$ cat config.mk
export PLATFORM = sky130hd
export DESIGN_NAME = dom_sbox_sequencer
export DESIGN_NICKNAME = d
export VERILOG_FILES = /design/src/rtl/ssaes_pkg.sv /design/src/rtl/ssaes_nibble_collector.sv /design/src/rtl/dom_sbox_sequencer.sv
export SDC_FILE = /design/constraint.sdc
export NUM_CORES = 1
export LEC_CHECK = 0
export CELL_PAD_IN_SITES_DETAIL_PLACEMENT = 1
export CELL_PAD_IN_SITES_GLOBAL_PLACEMENT = 2
export CORE_MARGIN = 8
export CORE_UTILIZATION = 26
export DETAILED_ROUTE_END_ITERATION = 12
export PLACE_DENSITY = 0.91
export SYNTH_ARGS = -nofsm -noshare
export SYNTH_HDL_FRONTEND = slang
export SYNTH_SLANG_ARGS = --single-unit
$ cat constraint.sdc
create_clock -name clk -period 2 [get_ports clk]
set_input_delay 0.4 -clock clk [delete_from_list [all_inputs] [get_ports clk]]
set_output_delay 0.4 -clock clk [all_outputs]
set_load 0.02 [all_outputs]
$ cat src/rtl/ssaes_pkg.sv
// Shared constants and FSM state type for the masked SSAES S-box datapath.
package ssaes_pkg;

    localparam int NIBBLE_W           = 4;
    localparam int SHARES             = 2;
    localparam int DOM_RND_PER_GADGET = SHARES * (SHARES - 1);
    localparam int DOM_GADGETS        = 3;
    localparam int RND_W_DEF          = DOM_GADGETS * DOM_RND_PER_GADGET;

    typedef enum logic [1:0] {
        ST_IDLE,
        ST_FEED,
        ST_DRAIN,
        ST_DONE
    } seq_state_e;

endpackage

$ cat src/rtl/ssaes_nibble_collector.sv
// Per-share result capture: tracks S-box pipeline occupancy and writes each
// emerging nibble into separate share A / share B result registers.
module ssaes_nibble_collector
    import ssaes_pkg::*;
#(
    parameter int NIBBLES  = 4,
    parameter int SBOX_LAT = 2,
    parameter int CNT_W    = 2
) (
    input  logic                         clk,
    input  logic                         rst_n,
    input  logic                         clear_i,
    input  logic                         advance_i,
    input  logic                         valid_in_i,
    input  logic [NIBBLE_W-1:0]          sbox_a_i,
    input  logic [NIBBLE_W-1:0]          sbox_b_i,
    output logic [NIBBLES*NIBBLE_W-1:0]  out_a_o,
    output logic [NIBBLES*NIBBLE_W-1:0]  out_b_o,
    output logic                         last_capture_o
);

    localparam int              STATE_W  = NIBBLES * NIBBLE_W;
    localparam logic [CNT_W-1:0] LAST_NIB = CNT_W'(NIBBLES - 1);

    logic [SBOX_LAT-1:0] vpipe_q, vpipe_d;
    logic [CNT_W-1:0]    collect_cnt_q, collect_cnt_d;
    logic [STATE_W-1:0]  cap_a_q, cap_a_d;
    logic [STATE_W-1:0]  cap_b_q, cap_b_d;
    logic                capture;

    always_ff @(posedge clk) begin
        if (!rst_n) begin
            vpipe_q       <= '0;
            collect_cnt_q <= '0;
            cap_a_q       <= '0;
            cap_b_q       <= '0;
        end else begin
            vpipe_q       <= vpipe_d;
            collect_cnt_q <= collect_cnt_d;
            cap_a_q       <= cap_a_d;
            cap_b_q       <= cap_b_d;
        end
    end

    // The valid pipe mirrors the S-box register stages, so its tail marks a
    // real nibble at the S-box output on the same advance.
    always_comb begin
        vpipe_d       = vpipe_q;
        collect_cnt_d = collect_cnt_q;
        cap_a_d       = cap_a_q;
        cap_b_d       = cap_b_q;
        capture       = advance_i && vpipe_q[SBOX_LAT-1];

        if (clear_i) begin
            vpipe_d       = '0;
            collect_cnt_d = '0;
        end else if (advance_i) begin
            vpipe_d = (vpipe_q << 1) | SBOX_LAT'(valid_in_i);
            if (capture) begin
                cap_a_d[collect_cnt_q*NIBBLE_W +: NIBBLE_W] = sbox_a_i;
                cap_b_d[collect_cnt_q*NIBBLE_W +: NIBBLE_W] = sbox_b_i;
                if (collect_cnt_q != LAST_NIB) begin
                    collect_cnt_d = collect_cnt_q + 1'b1;
                end
            end
        end
    end

    assign last_capture_o = capture && (collect_cnt_q == LAST_NIB);
    assign out_a_o        = cap_a_q;
    assign out_b_o        = cap_b_q;

endmodule

$ cat src/rtl/dom_sbox_sequencer.sv
// Streams a 2-share masked state nibble by nibble through one shared pipelined
// DOM S-box, gated by the fresh-randomness handshake, and reassembles the result.
module dom_sbox_sequencer
    import ssaes_pkg::*;
#(
    parameter int NIBBLES  = 4,
    parameter int SBOX_LAT = 2,
    parameter int RND_W    = RND_W_DEF
) (
    input  logic                         clk,
    input  logic                         rst_n,
    input  logic                         in_valid,
    output logic                         in_ready,
    input  logic [NIBBLES*NIBBLE_W-1:0]  in_a,
    input  logic [NIBBLES*NIBBLE_W-1:0]  in_b,
    output logic                         out_valid,
    input  logic                         out_ready,
    output logic [NIBBLES*NIBBLE_W-1:0]  out_a,
    output logic [NIBBLES*NIBBLE_W-1:0]  out_b,
    input  logic                         rnd_valid,
    output logic                         rnd_ready,
    input  logic [RND_W-1:0]             rnd_data,
    output logic                         sbox_en,
    output logic [NIBBLE_W-1:0]          sbox_a_in,
    output logic [NIBBLE_W-1:0]          sbox_b_in,
    output logic [RND_W-1:0]             sbox_z,
    input  logic [NIBBLE_W-1:0]          sbox_a_out,
    input  logic [NIBBLE_W-1:0]          sbox_b_out,
    output logic                         busy
);

    localparam int               CNT_W    = (NIBBLES > 1) ? $clog2(NIBBLES) : 1;
    localparam int               STATE_W  = NIBBLES * NIBBLE_W;
    localparam logic [CNT_W-1:0] LAST_NIB = CNT_W'(NIBBLES - 1);

    seq_state_e         state_q, state_d;
    logic [CNT_W-1:0]   issue_cnt_q, issue_cnt_d;
    logic [STATE_W-1:0] a_q, a_d;
    logic [STATE_W-1:0] b_q, b_d;
    logic               advance;
    logic               accept;
    logic               feeding;
    logic               last_capture;

    always_ff @(posedge clk) begin
        if (!rst_n) begin
            state_q     <= ST_IDLE;
            issue_cnt_q <= '0;
            a_q         <= '0;
            b_q         <= '0;
        end else begin
            state_q     <= state_d;
            issue_cnt_q <= issue_cnt_d;
            a_q         <= a_d;
            b_q         <= b_d;
        end
    end

    always_comb begin
        state_d     = state_q;
        issue_cnt_d = issue_cnt_q;
        a_d         = a_q;
        b_d         = b_q;
        accept      = 1'b0;
        advance     = 1'b0;
        in_ready    = 1'b0;
        out_valid   = 1'b0;
        busy        = 1'b1;
        sbox_a_in   = '0;
        sbox_b_in   = '0;

        case (state_q)
            ST_IDLE: begin
                in_ready = 1'b1;
                busy     = 1'b0;
                if (in_valid) begin
                    accept      = 1'b1;
                    a_d         = in_a;
                    b_d         = in_b;
                    issue_cnt_d = '0;
                    state_d     = ST_FEED;
                end
            end
            ST_FEED: begin
                advance   = rnd_valid;
                sbox_a_in = a_q[issue_cnt_q*NIBBLE_W +: NIBBLE_W];
                sbox_b_in = b_q[issue_cnt_q*NIBBLE_W +: NIBBLE_W];
                if (rnd_valid) begin
                    if (issue_cnt_q == LAST_NIB) begin
                        state_d = ST_DRAIN;
                    end else begin
                        issue_cnt_d = issue_cnt_q + 1'b1;
                    end
                end
            end
            ST_DRAIN: begin
                advance = rnd_valid;
                if (last_capture) begin
                    state_d = ST_DONE;
                end
            end
            ST_DONE: begin
                out_valid = 1'b1;
                if (out_ready) begin
                    state_d = ST_IDLE;
                end
            end
            default: state_d = ST_IDLE;
        endcase
    end

    // One PRNG word per advance: the enable and the consume strobe are the same signal.
    assign feeding   = (state_q == ST_FEED);
    assign sbox_en   = advance;
    assign rnd_ready = advance;
    assign sbox_z    = rnd_data;

    ssaes_nibble_collector #(
        .NIBBLES  (NIBBLES),
        .SBOX_LAT (SBOX_LAT),
        .CNT_W    (CNT_W)
    ) u_collector (
        .clk            (clk),
        .rst_n          (rst_n),
        .clear_i        (accept),
        .advance_i      (advance),
        .valid_in_i     (feeding),
        .sbox_a_i       (sbox_a_out),
        .sbox_b_i       (sbox_b_out),
        .out_a_o        (out_a),
        .out_b_o        (out_b),
        .last_capture_o (last_capture)
    );

endmodule
### Clock network drawn from the DEF, run 1

Bar = 50 um.
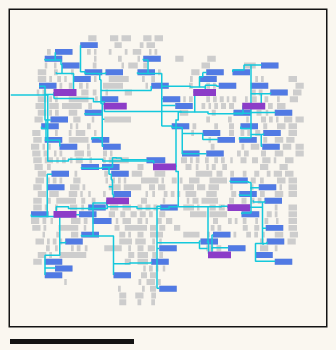
[blue] flip-flops | count: 72
[cyan] clock wires | length: 1,070 um
[purple] clock drivers | count: 9
routed clock nets: 10
Clock group: 1.78 mW
worst skew pair latency: 0.34 ns
Final Skew: 0.007547 ns
part of the power in the clock network: 36.4%

### The metal 3 layer, run 1

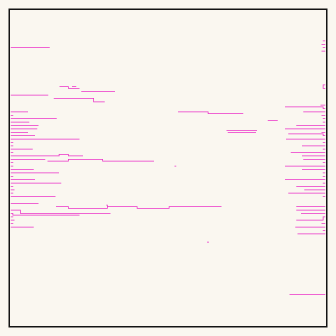
wire length on this layer: 862 um
nets with wire on the layer: 82
main direction: horizontal
Routed Wire Length: 10,320 um
routed vias: 2,994
global routing met3 resource utilization: 6.240%

==> flow_summary.yaml, run 1 <==
# physical design summary
timing:
  min_period_over_period_pct: 103.0
  final_period_minus_worst_setup_slack_ns: 2.061
  finalSetupViolCount: 8
  fin_worst_hold_slack_ns: 0.4575
  worst_pin_slew_ns: 0.5090
  finalHoldViolCount: 0
  postLayoutSetupSlackWorst_ns: -0.06081
  timing.fmax_mhz: 485.2
  timing_max_transition_violations_final: 0
  setup_repair_after_global_routing_missed_its_margin: "yes"
cells_and_area:
  finalNonFillerCells: 624
  clock_buf_count: 11
  fin_area_mm2: 0.004748
  fin_nets: 534
  largest_class: "multi-input combinational cells"
  inverters_excl_clock: 7
  seq_area_share_pct: 30.41
  clock_tree_area_fraction_pct: 6.983
  layout.area.comb_mm2: 0.001603
  number_of_sequential_storage_elements: 72
  num_antenna_cells: 0
  most_common_logic_cell_in_the_routed_design: "sky130_fd_sc_hd__nand2_1"
synth:
  ys_top_cells_by_area: "sky130_fd_sc_hd__dfxtp_1 45%, sky130_fd_sc_hd__nand2_1 12%, sky130_fd_sc_hd__a21oi_1 6.7%, sky130_fd_sc_hd__mux4_2 5.6%, sky130_fd_sc_hd__nand4_1 4.9%"
  most_common_cell: "sky130_fd_sc_hd__nand2_1"
  netlist_top_cells_count: "104 x sky130_fd_sc_hd__nand2_1, 72 x sky130_fd_sc_hd__dfxtp_1, 43 x sky130_fd_sc_hd__a21oi_1"
  syn_area_per_cell_um2: 8.542
  proportion_of_register_bits_with_asynchronous_set_or_reset_after_synthesis_pct: 0
  ys_warn_count: 0
  syn_area_mm2: 0.003203
  post_synth_seq_share_pct: 45.00
  synth_area_leader_cell: "sky130_fd_sc_hd__dfxtp_1"
  synth.lib_cells_used.distinct: 29
  yosys_area_mm2: 0.003203
  post_synth_net_total: 437
  enable_flop_cells: 0
worst_setup_path:
  critPathCaptureType: "primary output"
  required_ns: 1.60
  critPathSlowestCell: "sky130_fd_sc_hd__mux4_2"
  worst-endpoint-arrival_ns: 1.66
  origin_of_the_critical_flop_to_flop_path: "state_q[0]$_SDFFE_PN0P_"
  reg2reg_to: "state_q[0]$_SDFFE_PN0P_"
  critical_path.startpoint_type: "register"
  worst_r2r_path_depth: 6
die:
  tap-cell-count: 147
  design.core.area_mm2: 0.01201
  initial_utilization_pct: 26.67
  core.rowCount: 40
  io_pins: 102
  die_area_mm2: 0.01613
power_and_ir_drop:
  p_sw_share_pct: 30.29
  vdd_ir_drop_max_mv: 0.7060
  finalPower_mw: 4.893
  power.net_switching_mw: 1.482
  power.combinational.total_mw: 1.44
drt:
  first_pass_iters: 4
  met3RoutedLength_um: 862
  detailroute.wirelength.met2_um: 4882
  post-route-drc-count: 0
  drtIter0Drc: 117
cts:
  cts_repair_resize_count: 67
  htree_num_levels: 3
  ctsHoldBuffers: 0
  cts-root-buf: "sky130_fd_sc_hd__clkbuf_16"
  tritoncts.num_buffers: 9
  cts.repair_timing.setup_buffer_count: 0
  cts.clk_slew.worst_paths_ns: 0.06
grt:
  met1_grt_util_pct: 14.40
  grt_antenna_before_repair: 0
  via_count_of_the_first_global_routing_pass: 3192
  globalRouteOverflowTotal: 0
  grt_max_degree: 34
  grt_use_total_pct: 12.77
  top_usage_layer: "met2"
  grt_first_pass_wirelength_um: 16510
flow_run:
  cap_violations: 0
placed_design:
  placement.setup.worst_slack_ns: -0.1414
  post-place-cells: 608
  gp_congestion: 0.7397
  place_area_mm2: 0.004377
  dp_hpwl_um: 7749
hold_path:
  min-delay-start: "u_collector.out_b_o[15]$_SDFFE_PN0P_"
  worstHoldEndpoint: "u_collector.out_b_o[15]$_SDFFE_PN0P_"
status:
  failing_checks: "setup timing"
  outcome: "finished with violations"
### Pin placement, run 1

Pins as bars across the die edge, other pins in grey.
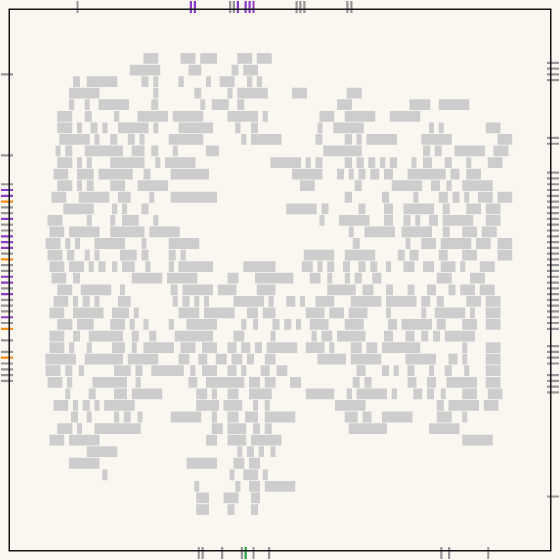
| colour | port | pins | direction | edge |
|---|---|---|---|---|
| green | out_valid | 1 | output | south |
| orange | sbox_a_in | 4 | output | west |
| purple | in_b | 16 | input | 10 west, 6 north |
PortBufs: 89
Die Width: 127.0 um
die height: 127.0 um

-- run 1: logic make-up after synthesis --
logic type | share of synthesized area [%]
adders and majority gates | 4.297
buffers and inverters | 6.250
xor gates and xnor gates | 0.2735
and+or+nand+nor | 25.90
DFF | 45.00
AOI/OAI and AO/OA | 12.03
muxes | 6.250
-- run 1: worst max-delay path, delay by kind of cell (launching register included) --
| kind | cells | cell delay [ns] |
|---|---|---|
| multiplexers | 1 | 0.52 |
| AND/OR/NAND/NOR | 1 | 0.18 |
| flip-flops | 1 | 0.35 |
| buffers and inverters | 2 | 0.26 |
-- run 1: registers in the layout, indices dropped and copies added (netlist names) --
signal,count
state_q,2
b_q,16
u_collector.collect_cnt_q,2
u_collector.out_a_o,16
a_q,16
u_collector.out_b_o,16
u_collector.vpipe_q,2
issue_cnt_q,2
==> run 2: changes to the inputs <==
--- a/config.mk
+++ b/config.mk
@@ -10,7 +10,7 @@
 export CORE_MARGIN = 8
 export CORE_UTILIZATION = 26
 export DETAILED_ROUTE_END_ITERATION = 12
-export PLACE_DENSITY = 0.91
+export PLACE_DENSITY = 0.85
 export SYNTH_ARGS = -nofsm -noshare
 export SYNTH_HDL_FRONTEND = slang
 export SYNTH_SLANG_ARGS = --single-unit
### Clock network drawn from the DEF, run 2

Bar = 50 um.
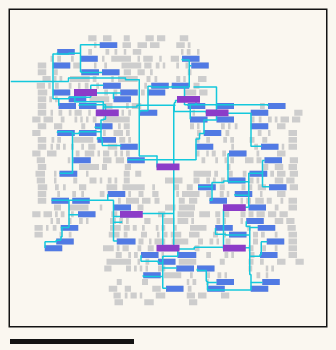
[purple] clock drivers | count: 9
[blue] flip-flops | count: 72
[cyan] clock wires | length: 1,010 um
routed clock nets: 10
flops lie: all over the die
worst skew pair latency: 0.33 ns
part of the power in the clock network: 33.2%
Final Skew: 0.005162 ns

==> run 2 against run 1 <==
Against the previous run:
- the run still ends with setup timing left
- highest routed layer unchanged
- maximum frequency decreased by 0.56%
- via count about the same
- sequential share of layout area decreased by 0.20 points
- non-clock buffer count increased by 3
- largest cell class unchanged
- power decreased by 1.7%
- critical endpoint is now sbox_b_in[1]
- sequential cell count unchanged
- register-to-register slack improved by 0.06 ns
- utilization increased by 0.29 points
- synthesized area unchanged
==> flow_summary.yaml, run 2 <==
# physical design summary
status:
  outcome: "finished with violations"
  failing_checks: "setup timing"
grt:
  met1_grt_util_pct: 14.65
  top_usage_layer: "met2"
  grt_use_total_pct: 12.59
  via_count_of_the_first_global_routing_pass: 3238
  global_route.usage.met3_pct: 4.992
  grt_max_degree: 49
worst_setup_path:
  critPathCaptureType: "primary output"
  origin_of_the_critical_flop_to_flop_path: "u_collector.collect_cnt_q[0]$_SDFFE_PP0P_"
  critical_path.startpoint_type: "register"
  required_ns: 1.60
  worst-path-buf-inv: 3
  critPathSlowestCell: "sky130_fd_sc_hd__mux4_2"
  critPathTopFamily: "multiplexers"
  reg2reg_to: "u_collector.out_a_o[11]$_SDFFE_PN0P_"
  worst-endpoint-arrival_ns: 1.67
  timing.critical_path.depth: 5
synth:
  ys_top_cells_by_area: "sky130_fd_sc_hd__dfxtp_1 45%, sky130_fd_sc_hd__nand2_1 12%, sky130_fd_sc_hd__a21oi_1 6.7%, sky130_fd_sc_hd__mux4_2 5.6%, sky130_fd_sc_hd__nand4_1 4.9%"
  yosys_area_mm2: 0.003203
  enable_flop_cells: 0
  post_synth_net_total: 437
  synthXorXnorAreaFrac_pct: 0.2734
  synth.lib_cells_used.distinct: 29
  yosys-mux-area-fraction_pct: 6.250
  syn_area_mm2: 0.003203
  simple_gate_share_pct: 25.90
  syn_area_per_cell_um2: 8.542
  synth-adder-area-share_pct: 4.297
  post_synth_seq_share_pct: 45.00
  synth_area_leader_cell: "sky130_fd_sc_hd__dfxtp_1"
  ys_warn_count: 0
  most_common_cell: "sky130_fd_sc_hd__nand2_1"
drt:
  drtIter0Drc: 124
  post-route-drc-count: 0
  drt-total-wl_um: 10130
  vias: 2993
  met3RoutedLength_um: 736
  first_pass_iters: 4
  detailroute.wirelength.met2_um: 4634
cells_and_area:
  number_of_sequential_storage_elements: 72
  largest_class: "multi-input combinational cells"
  layout.area.comb_mm2: 0.001615
  clock_tree_area_fraction_pct: 6.252
  most_common_logic_cell_in_the_routed_design: "sky130_fd_sc_hd__nand2_1"
  clock_buf_count: 11
  fin_area_mm2: 0.004783
  seq_area_share_pct: 30.21
  num_antenna_cells: 0
placed_design:
  gp_congestion: 0.7841
  dp_hpwl_um: 7528
  place_area_mm2: 0.004362
cts:
  cts-root-buf: "sky130_fd_sc_hd__clkbuf_16"
  tritoncts.num_buffers: 9
  cts.clk_slew.worst_paths_ns: 0.06
timing:
  timing_max_transition_violations_final: 0
  worst_pin_slew_ns: 0.4865
  fin_worst_hold_slack_ns: 0.4537
  min_period_over_period_pct: 103.6
  finalHoldViolCount: 0
  setup_repair_after_global_routing_missed_its_margin: "yes"
  postLayoutSetupSlackWorst_ns: -0.07239
  timing.fmax_mhz: 482.5
  finalSetupViolCount: 5
die:
  io_pins: 102
  core.rowCount: 40
  tap-cell-count: 147
  die_area_mm2: 0.01613
  die_width_um: 127.0
  initial_utilization_pct: 26.67
  die_h_um: 127.0
power_and_ir_drop:
  vdd_ir_drop_max_mv: 0.5075
  power.combinational.total_mw: 1.55
  clock_group_mw: 1.60
  p_sw_share_pct: 30.91
hold_path:
  min-delay-start: "b_q[9]$_SDFFE_PN0P_"
flow_run:
  cap_violations: 0
run 2: cell counts after synthesis:
Identical to the previous run, type by type.
run 2: repair_timing:
| item | CTS | global route |
|---|---|---|
| setup endpoints to repair | 13 | 28 |
| hold buffers | 0 | 0 |
| buffers inserted | 5 | 0 |
| gates resized | 63 | 16 |
| pin swaps | 1 | 1 |
run 2: per-stage QoR:
step                      util, %  setup TNS (ns)  total power, mW  cells  setup slack, ns
after floorplan                 -               0            2.503    375           0.2275
after global placement      36.31         -0.7866            3.058    606          -0.1015
after detailed placement    36.31         -0.9415            3.104    606          -0.1111
after CTS                   39.41         -0.4400            4.832    627         -0.09543
after global routing        39.82         -0.7209            5.083    627          -0.1319
final                       39.82         -0.3225            4.811    627         -0.07239
No activity file was given, so power comes from the tool's default toggle rates.
